`config.mk`:
```
export PLATFORM = sky130hd
export DESIGN_NAME = issue_stage
export DESIGN_NICKNAME = d
export VERILOG_FILES = /design/src/rtl/issue_stage.sv
export SDC_FILE = /design/constraint.sdc
export NUM_CORES = 1
export LEC_CHECK = 0
export ABC_AREA = 0
export CORE_AREA = 2 2 206 208
export DETAILED_ROUTE_END_ITERATION = 8
export DIE_AREA = 0 0 208 210
export GPL_ROUTABILITY_DRIVEN = 0
export HOLD_SLACK_MARGIN = 0.06
export SYNTH_ARGS = -nofsm -noshare
export SYNTH_HDL_FRONTEND = slang
export SYNTH_SLANG_ARGS = --single-unit
```
`constraint.sdc`:
```
create_clock -name clk -period 8.5 [get_ports clk]
set_clock_uncertainty 0.2 [all_clocks]
set_input_delay 1.275 -clock clk [delete_from_list [all_inputs] [get_ports clk]]
set_output_delay 1.275 -clock clk [all_outputs]
set_load 0.03 [all_outputs]
```
`src/rtl/issue_stage.sv`:
```
// Dual-issue stage: picks up to two decoded instructions per cycle, tracks long-latency
// destinations in a busy scoreboard and registers the issued slots for the register-file stage.
module issue_stage #(
   parameter int WIDTH_UOP = 8,
   parameter int LOAD_BIT  = WIDTH_UOP - 1
) (
   input  logic                 clk,
   input  logic                 rstn,
   input  logic [1:0]           in_valid,
   input  logic [WIDTH_UOP-1:0] inA_uop,
   input  logic [4:0]           inA_rd,
   input  logic [4:0]           inA_rj,
   input  logic [4:0]           inA_rk,
   input  logic [31:0]          inA_pc,
   input  logic [31:0]          inA_pc_next,
   input  logic [6:0]           inA_exp,
   input  logic [31:0]          inA_imm,
   input  logic                 inA_wen,
   input  logic [1:0]           inA_cls,
   input  logic [WIDTH_UOP-1:0] inB_uop,
   input  logic [4:0]           inB_rd,
   input  logic [4:0]           inB_rj,
   input  logic [4:0]           inB_rk,
   input  logic [31:0]          inB_pc,
   input  logic [31:0]          inB_pc_next,
   input  logic [6:0]           inB_exp,
   input  logic [31:0]          inB_imm,
   input  logic                 inB_wen,
   input  logic [1:0]           inB_cls,
   output logic [1:0]           pop,
   input  logic                 stall,
   input  logic                 flush,
   input  logic                 wb_clr_en,
   input  logic [4:0]           wb_clr_addr,
   output logic                 eu0_en,
   output logic [WIDTH_UOP-1:0] eu0_uop,
   output logic [4:0]           eu0_rd,
   output logic [4:0]           eu0_rj,
   output logic [4:0]           eu0_rk,
   output logic [31:0]          eu0_pc,
   output logic [31:0]          eu0_pc_next,
   output logic [6:0]           eu0_exp,
   output logic [31:0]          eu0_imm,
   output logic                 eu1_en,
   output logic [WIDTH_UOP-1:0] eu1_uop,
   output logic [4:0]           eu1_rd,
   output logic [4:0]           eu1_rj,
   output logic [4:0]           eu1_rk,
   output logic [31:0]          eu1_pc,
   output logic [31:0]          eu1_pc_next,
   output logic [6:0]           eu1_exp,
   output logic [31:0]          eu1_imm
);

   localparam logic [1:0] CLS_ALU    = 2'd0;
   localparam logic [1:0] CLS_MEM    = 2'd1;
   localparam logic [1:0] CLS_BR     = 2'd2;
   localparam logic [1:0] CLS_MULDIV = 2'd3;

   typedef struct packed {
      logic                 en;
      logic [WIDTH_UOP-1:0] uop;
      logic [4:0]           rd;
      logic [4:0]           rj;
      logic [4:0]           rk;
      logic [31:0]          pc;
      logic [31:0]          pc_next;
      logic [6:0]           exp;
      logic [31:0]          imm;
   } euSlot_t;

   logic [31:0] r_busy;
   euSlot_t     r_eu0;
   euSlot_t     r_eu1;

   logic        w_issueA;
   logic        w_issueB;
   logic        w_aWritesRd;
   logic        w_bRawOnA;
   logic        w_sameRd;
   logic        w_aSetsBusy;
   logic [31:0] w_busyNext;
   euSlot_t     w_slotA;
   euSlot_t     w_slotB;

   assign w_slotA = '{en: 1'b1, uop: inA_uop, rd: inA_rd, rj: inA_rj, rk: inA_rk,
                      pc: inA_pc, pc_next: inA_pc_next, exp: inA_exp, imm: inA_imm};
   assign w_slotB = '{en: 1'b1, uop: inB_uop, rd: inB_rd, rj: inB_rj, rk: inB_rk,
                      pc: inB_pc, pc_next: inB_pc_next, exp: inB_exp, imm: inB_imm};

   // Hazard checks look only at the registered scoreboard; busy[0] is always 0 so r0 never blocks.
   always_comb begin
      w_aWritesRd = inA_wen && (inA_rd != 5'd0);
      w_bRawOnA   = w_aWritesRd && ((inB_rj == inA_rd) || (inB_rk == inA_rd));
      w_sameRd    = w_aWritesRd && inB_wen && (inB_rd == inA_rd);
      w_issueA    = rstn && in_valid[0] && !stall && !flush
                    && !r_busy[inA_rj] && !r_busy[inA_rk];
      w_issueB    = w_issueA && in_valid[1] && (inB_cls == CLS_ALU)
                    && !r_busy[inB_rj] && !r_busy[inB_rk]
                    && !w_bRawOnA && (inA_cls != CLS_BR) && !w_sameRd;
   end

   assign pop = w_issueB ? 2'd2 : (w_issueA ? 2'd1 : 2'd0);

   // Loads and mul/div complete late, so their destination stays busy until written back.
   always_comb begin
      w_aSetsBusy = w_issueA && w_aWritesRd
                    && (((inA_cls == CLS_MEM) && inA_uop[LOAD_BIT]) || (inA_cls == CLS_MULDIV));
      w_busyNext  = r_busy;
      if (wb_clr_en) begin
         w_busyNext[wb_clr_addr] = 1'b0;
      end
      if (w_aSetsBusy) begin
         w_busyNext[inA_rd] = 1'b1;
      end
   end

   always_ff @(posedge clk) begin
      if (!rstn || flush) begin
         r_busy <= '0;
      end else begin
         r_busy <= {w_busyNext[31:1], 1'b0};
      end
   end

   // Flush beats stall so a redirect always leaves a bubble; stall freezes the issued pair.
   always_ff @(posedge clk) begin
      if (!rstn || flush) begin
         r_eu0 <= '0;
         r_eu1 <= '0;
      end else if (!stall) begin
         r_eu0 <= w_issueA ? w_slotA : '0;
         r_eu1 <= w_issueB ? w_slotB : '0;
      end
   end

   assign eu0_en      = r_eu0.en;
   assign eu0_uop     = r_eu0.uop;
   assign eu0_rd      = r_eu0.rd;
   assign eu0_rj      = r_eu0.rj;
   assign eu0_rk      = r_eu0.rk;
   assign eu0_pc      = r_eu0.pc;
   assign eu0_pc_next = r_eu0.pc_next;
   assign eu0_exp     = r_eu0.exp;
   assign eu0_imm     = r_eu0.imm;
   assign eu1_en      = r_eu1.en;
   assign eu1_uop     = r_eu1.uop;
   assign eu1_rd      = r_eu1.rd;
   assign eu1_rj      = r_eu1.rj;
   assign eu1_rk      = r_eu1.rk;
   assign eu1_pc      = r_eu1.pc;
   assign eu1_pc_next = r_eu1.pc_next;
   assign eu1_exp     = r_eu1.exp;
   assign eu1_imm     = r_eu1.imm;

endmodule
```
==> results.ini <==
[detailed_routing]
dr.pass1.iters=5
wl_per_cell_um=22.4
top_layer=met5
vias_per_cell=5.09
antenna_left=0

[clock_network]
cts_tree=yes
post-cts-setup-buffers=0
hold_buffers=0
clkSlewWorstSetupHoldPaths_ps=60

[cells_and_area]
nClkBuffers=48
comb_share_pct=25.4
synthToLayoutAreaGrowth_pct=63.4
design.seq.count=285
lay_top_cells=clkdlybuf4s50_1, dfxtp_1, a22o_1, a32o_1, clkbuf_16
fin_area_mm2=0.0173
fin_nets=1615

[power]
total_power_mw=3.18
leakagePower_nw=6.02
seq_cell_power_mw=1.36
p_sw_uw=727
power_density_mw_per_mm2=183
p_int_mw=2.45
powerComb_uw=294

[run_status]
outcome=finished, final reports clean

[logic_synthesis]
synthTopCellsByArea=dfxtp_1, a32o_1, a22o_1
yosys.area_share.aoi_pct=27.9
synth-edff-count=0
yosysChipArea_mm2=0.0106
ys.flops=285

[min_path]
hold_path.class=reg2reg
holdPathStages=1

[critical_path]
cp_common_cell=clkdlybuf4s50_1
reg2reg_from=r_busy[15]$_SDFF_PP0_
critical_path_depth=8
r2r-end=eu1_pc[0]$_SDFFE_PP0N_
start_kind=input port
ff2ff_setup_slack_ps=4460
crit_end=pop[1]
arrival_ps=5280

[grt]
grt_first_pass_wirelength_mm=62.0
grt.overflow.total=0

[floorplanning]
pin_count=526
die_y_um=210

[placement]
place_inst=1848

[timing]
holdWs_ps=264
setup_slack_ps=1750
finalSetupViolCount=0

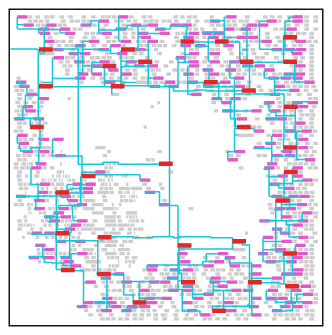
**Above:** routed clock nets over the placement.
Scale: 1.5 px per µm.
[magenta] flip-flops | count: 285
[red] cells driving clock nets | count: 34
[cyan] clock wires | length: 4,060 µm
routed clock nets	35
Clk. pwr: 1.53 mW
clock share of power: 48.1%
clk_lat worst skew: 530 ps

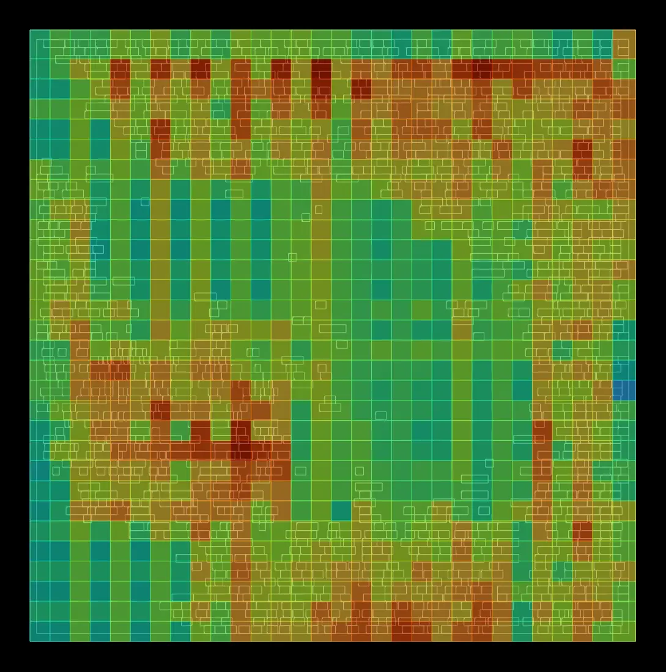
**Above:** routing congestion.
most used routing layer in global routing: met2
M1 GR Usage: 23.1%
routing usage on met3: 5.59%
Tot GR Track Use: 18.5%
fin util: 41.8%

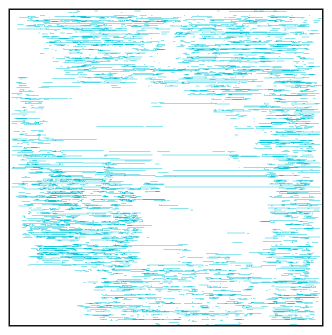
**Above:** metal 1.
Scale: 1.5 px per µm.
main direction	horizontal
longest straight run	104 µm
share of all routed wire	41%
nets with wire on the layer	1,452
DRT Wirelength: 42.8 mm
total vias in the final route: 9,731

Power and IR drop assume default switching activity.
